===== src/rtl/mult_div_unit.sv =====
// Iterative HI/LO multiply/divide unit for the 32-bit MIPS datapath.
// Handles MULT/MULTU with shift-add and DIV/DIVU with restoring division,
// one bit per clock, plus the MTHI/MTLO register writes.
module mult_div_unit #(
  parameter int DATA_W = 32
) (
  input  logic              clk,
  input  logic              rst_n,
  input  logic              start,
  input  logic [1:0]        op,
  input  logic [DATA_W-1:0] src_a,
  input  logic [DATA_W-1:0] src_b,
  input  logic              mthi_we,
  input  logic              mtlo_we,
  input  logic [DATA_W-1:0] wdata,
  output logic              busy,
  output logic              done,
  output logic [DATA_W-1:0] hi,
  output logic [DATA_W-1:0] lo
);

  localparam int CNT_W = $clog2(DATA_W);
  localparam logic [CNT_W-1:0] CNT_LAST = CNT_W'(DATA_W - 1);
  localparam logic [1:0] OP_MULT = 2'b00;
  localparam logic [1:0] OP_DIV  = 2'b10;

  typedef enum logic [1:0] {S_IDLE, S_RUN, S_FIX} state_t;

  state_t              r_state;
  logic [CNT_W-1:0]    r_cnt;
  logic [1:0]          r_op;
  logic                r_sign_a;
  logic                r_sign_b;
  logic [DATA_W-1:0]   r_a;
  logic [DATA_W-1:0]   r_b;
  logic [DATA_W-1:0]   r_sh;
  logic [DATA_W-1:0]   r_rem;
  logic [2*DATA_W-1:0] r_acc;
  logic [DATA_W-1:0]   r_hi;
  logic [DATA_W-1:0]   r_lo;
  logic                r_done;

  // Magnitude of a value; only signed ops treat the MSB as a sign bit.
  // The most negative value maps onto itself, which is its correct unsigned magnitude.
  function automatic logic [DATA_W-1:0] f_abs(input logic [DATA_W-1:0] v,
                                              input logic is_signed);
    return (is_signed && v[DATA_W-1]) ? -v : v;
  endfunction

  // Two's complement negation applied only when the result sign must flip.
  function automatic logic [DATA_W-1:0] f_neg_if(input logic [DATA_W-1:0] v,
                                                 input logic neg);
    return neg ? -v : v;
  endfunction

  logic                w_signed_op;
  logic [DATA_W-1:0]   w_abs_a;
  logic [DATA_W-1:0]   w_abs_b;
  logic [DATA_W:0]     w_mul_sum;
  logic [DATA_W:0]     w_rem_sh;
  logic [DATA_W-1:0]   w_diff;
  logic                w_q_bit;
  logic [2*DATA_W-1:0] w_prod;
  logic [DATA_W-1:0]   w_quo;
  logic [DATA_W-1:0]   w_rmd;
  logic [DATA_W-1:0]   w_orig_a;
  logic                w_b_zero;

  assign w_signed_op = ~op[0];
  assign w_abs_a     = f_abs(src_a, w_signed_op);
  assign w_abs_b     = f_abs(src_b, w_signed_op);

  // Multiply step: add multiplicand into the upper half, then shift the whole accumulator right.
  assign w_mul_sum = {1'b0, r_acc[2*DATA_W-1:DATA_W]} + {1'b0, (r_sh[0] ? r_a : '0)};

  // Divide step: bring down the next dividend bit and trial-subtract the divisor.
  // When the subtraction succeeds the true difference is below 2^DATA_W, so the low bits suffice.
  assign w_rem_sh = {r_rem, r_sh[DATA_W-1]};
  assign w_q_bit  = (w_rem_sh >= {1'b0, r_b});
  assign w_diff   = w_rem_sh[DATA_W-1:0] - r_b;

  // Sign fix-up applied once at the end of the iterations.
  assign w_prod   = ((r_op == OP_MULT) && (r_sign_a ^ r_sign_b)) ? -r_acc : r_acc;
  assign w_quo    = f_neg_if(r_sh, (r_op == OP_DIV) && (r_sign_a ^ r_sign_b));
  assign w_rmd    = f_neg_if(r_rem, (r_op == OP_DIV) && r_sign_a);
  assign w_orig_a = f_neg_if(r_a, r_sign_a);
  assign w_b_zero = (r_b == '0);

  // Control FSM together with the iterative datapath and HI/LO registers.
  always_ff @(posedge clk or negedge rst_n) begin
    if (!rst_n) begin
      r_state  <= S_IDLE;
      r_cnt    <= '0;
      r_op     <= '0;
      r_sign_a <= 1'b0;
      r_sign_b <= 1'b0;
      r_a      <= '0;
      r_b      <= '0;
      r_sh     <= '0;
      r_rem    <= '0;
      r_acc    <= '0;
      r_hi     <= '0;
      r_lo     <= '0;
      r_done   <= 1'b0;
    end else begin
      r_done <= 1'b0;
      case (r_state)
        S_IDLE: begin
          if (start) begin
            // Accept: latch op, sign flags and magnitudes; MTHI/MTLO lose to start.
            r_op     <= op;
            r_sign_a <= w_signed_op & src_a[DATA_W-1];
            r_sign_b <= w_signed_op & src_b[DATA_W-1];
            r_a      <= w_abs_a;
            r_b      <= w_abs_b;
            r_sh     <= op[1] ? w_abs_a : w_abs_b;
            r_rem    <= '0;
            r_acc    <= '0;
            r_cnt    <= '0;
            r_state  <= S_RUN;
          end else begin
            if (mthi_we) r_hi <= wdata;
            if (mtlo_we) r_lo <= wdata;
          end
        end
        S_RUN: begin
          if (r_op[1]) begin
            r_rem <= w_q_bit ? w_diff : w_rem_sh[DATA_W-1:0];
            r_sh  <= {r_sh[DATA_W-2:0], w_q_bit};
          end else begin
            r_acc <= {w_mul_sum, r_acc[DATA_W-1:1]};
            r_sh  <= r_sh >> 1;
          end
          r_cnt <= r_cnt + CNT_W'(1);
          if (r_cnt == CNT_LAST) r_state <= S_FIX;
        end
        S_FIX: begin
          if (r_op[1]) begin
            if (w_b_zero) begin
              r_lo <= '1;
              r_hi <= w_orig_a;
            end else begin
              r_lo <= w_quo;
              r_hi <= w_rmd;
            end
          end else begin
            r_hi <= w_prod[2*DATA_W-1:DATA_W];
            r_lo <= w_prod[DATA_W-1:0];
          end
          r_done  <= 1'b1;
          r_state <= S_IDLE;
        end
        default: r_state <= S_IDLE;
      endcase
    end
  end

  assign busy = (r_state != S_IDLE);
  assign done = r_done;
  assign hi   = r_hi;
  assign lo   = r_lo;

endmodule


===== config.mk =====
export PLATFORM = sky130hd
export DESIGN_NAME = mult_div_unit
export DESIGN_NICKNAME = d
export VERILOG_FILES = /design/src/rtl/mult_div_unit.sv
export SDC_FILE = /design/constraint.sdc
export NUM_CORES = 1
export LEC_CHECK = 0
export CAP_MARGIN = 30
export CORE_ASPECT_RATIO = 0.7
export CORE_UTILIZATION = 37
export CTS_CLUSTER_SIZE = 40
export DETAILED_ROUTE_END_ITERATION = 8
export PLACE_DENSITY = 0.62
export SLEW_MARGIN = 10
export SYNTH_ARGS = -nofsm -noshare
export SYNTH_HDL_FRONTEND = slang
export SYNTH_SLANG_ARGS = --single-unit

===== constraint.sdc =====
create_clock -name clk -period 4.05 [get_ports clk]
set_input_delay 0.405 -clock clk [delete_from_list [all_inputs] [get_ports clk]]
set_output_delay 0.405 -clock clk [all_outputs]
set_load 0.02 [all_outputs]

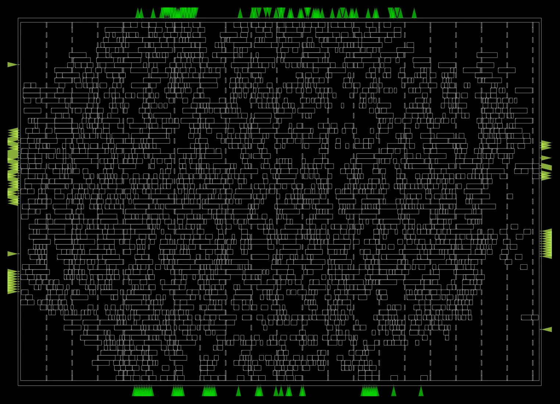
Figure 1: run 1, placement view.
standard-cell row count: 71
final core occ: 45.1%
filler cell count: 5398
Tap Count: 730
number of sequential storage elements: 268

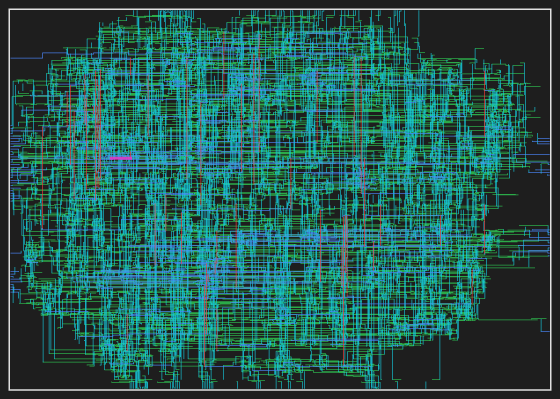
Figure 2: run 1, wiring by layer.
metal 3: in blue, wire length 7890 um. metal 5: in magenta, wire length 10.1 um. metal 2: in cyan, wire length 34.4 mm. metal 4: in red, wire length 1650 um. metal 1: in green, wire length 39.5 mm.

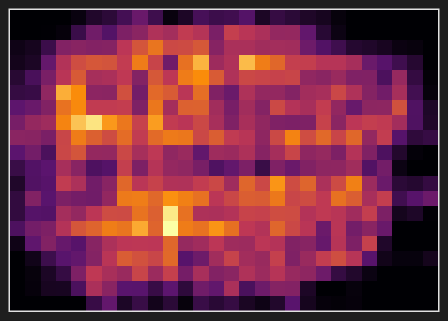
Figure 3: run 1, routed metal per tile.
The die is cut into 28 by 20 equal tiles; black is low, pale yellow is high, scaled to the fullest tile. Values are wire area over tile area, all layers added.
The emptiest ninth of the die: south-east. 12% of the tiles are nearly empty. The fullest tile reaches 0.69. 27% of the tiles are over half the peak. The mean over all tiles is 0.25.
routed length per placed instance: 24.3 um
total routing usage reported by global routing: 29.4%
number of vias after detailed routing: 20400

==> flow_summary_export.csv, run 1 <==
group,metric,value,unit
outcome,status,"finished, final reports clean",
worst_setup_path,critPathCaptureType,"flip-flop",
logic_synthesis,yosysUniqueCellTypes,74,
worst_setup_path,worst_r2r_startpoint,"r_sh[31]",
worst_setup_path,worstReg2RegEnd,"r_rem[30]",
layout,clock_buffer_count,40,
clock_tree,clock.latency.late_pin,0.62,ns
layout,flow.area_growth_from_synthesis,19.8,%
run,maxCapViolCount,0,
layout,logic_area,12800,sq um
final_timing,final.min_clock_period,3.73,ns
grt,grt_start_max_net_pins,103,
layout,clock_area_share,4.40,%
logic_synthesis,synth-compound-area-share,24.5,%
final_timing,setup-violations-final,0,
pwr,clockPowerShare,13.1,%
logic_synthesis,synth_dominant_cell_count,"sky130_fd_sc_hd__nand2_1",
logic_synthesis,synth_sequential_area_ratio,33.0,%
worst_setup_path,worst_ep_arrival_time,4.24,ns
logic_synthesis,top_cells_by_count,"304 x sky130_fd_sc_hd__nand2_1, 272 x sky130_fd_sc_hd__o21ai_0, 268 x sky130_fd_sc_hd__dfrtp_1, 217 x sky130_fd_sc_hd__a21oi_1, 177 x sky130_fd_sc_hd__nor2_1",
pwr,leakagePower,10.3,nW
layout,biggest_register,"r_acc",
final_timing,final.setup.tns,0,ns
grt,grt_antenna_before_repair,3,
worst_setup_path,crit_family,"AND-OR/OR-AND gates",
pwr,comb-power,14.1,mW
logic_synthesis,synth.comb.largest_family,"AND-OR/OR-AND gates",
worst_setup_path,crit_buf_inv,3,
layout,drive_gt1_share,6.96,%
clock_tree,cts_setup_buffers,0,
clock_tree,tritoncts.num_buffers,30,
pwr,power.net_switching,11.5,mW
clock_tree,cts_tree,"built",
layout,finish.net_count,2855,
placement,final_replace_weighted_congestion,0.948,
logic_synthesis,synth_area_leader_cell,"sky130_fd_sc_hd__dfrtp_1",
--- run 2 (diff from run 1) ---
--- a/config.mk
+++ b/config.mk
@@ -8,7 +8,7 @@
 export CAP_MARGIN = 30
 export CORE_ASPECT_RATIO = 0.7
 export CORE_UTILIZATION = 37
-export CTS_CLUSTER_SIZE = 40
+export CTS_CLUSTER_SIZE = 24
 export DETAILED_ROUTE_END_ITERATION = 8
 export PLACE_DENSITY = 0.62
 export SLEW_MARGIN = 10
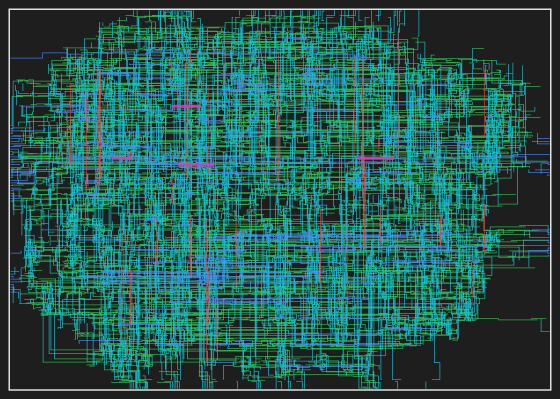
Figure 4: run 2, wiring by layer.
metal 1: in green, wire length 39.5 mm. metal 3: in blue, wire length 7940 um. metal 5: in magenta, wire length 57.0 um. metal 4: in red, wire length 1650 um. metal 2: in cyan, wire length 34.6 mm.
total routing usage reported by global routing: 29.4%
total length of routed wires: 83700 um
routed length per placed instance: 24.4 um
number of vias after detailed routing: 20500

==> flow_summary_export.csv, run 2 <==
group,metric,value,unit
worst_setup_path,crit_buf_inv,3,
clock_tree,clock.latency.late_pin,0.62,ns
clock_tree,cts_setup_buffers,0,
clock_tree,cts_tree,"built",
logic_synthesis,top_cells_by_count,"304 x sky130_fd_sc_hd__nand2_1, 272 x sky130_fd_sc_hd__o21ai_0, 268 x sky130_fd_sc_hd__dfrtp_1, 217 x sky130_fd_sc_hd__a21oi_1, 177 x sky130_fd_sc_hd__nor2_1",
worst_setup_path,worst_r2r_startpoint,"r_sh[31]",
pwr,leakagePower,10.3,nW
layout,finish.net_count,2855,
final_timing,setup-violations-final,0,
clock_tree,tritoncts.num_buffers,30,
logic_synthesis,synth_sequential_area_ratio,33.0,%
final_timing,final.min_clock_period,3.75,ns
layout,logic_area,12800,sq um
logic_synthesis,yosysUniqueCellTypes,74,
logic_synthesis,synth-compound-area-share,24.5,%
logic_synthesis,synth_area_leader_cell,"sky130_fd_sc_hd__dfrtp_1",
layout,flop-count,268,
logic_synthesis,synth.comb.largest_family,"AND-OR/OR-AND gates",
outcome,status,"finished, final reports clean",
placement,final_replace_weighted_congestion,0.948,
grt,grt_start_max_net_pins,103,
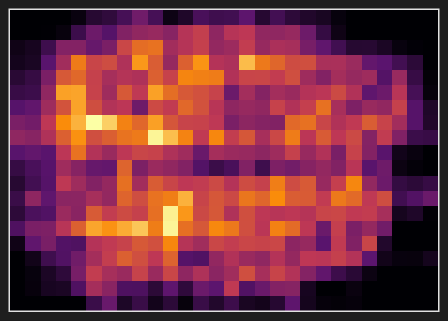
Figure 5: run 2, routed metal per tile.
The die is cut into 28 by 20 equal tiles; black is low, pale yellow is high, scaled to the fullest tile. Values are wire area over tile area, all layers added.
The densest ninth of the die: centre. The fullest tile reaches 0.67. 11% of the tiles are nearly empty.

Power and IR drop assume default switching activity.
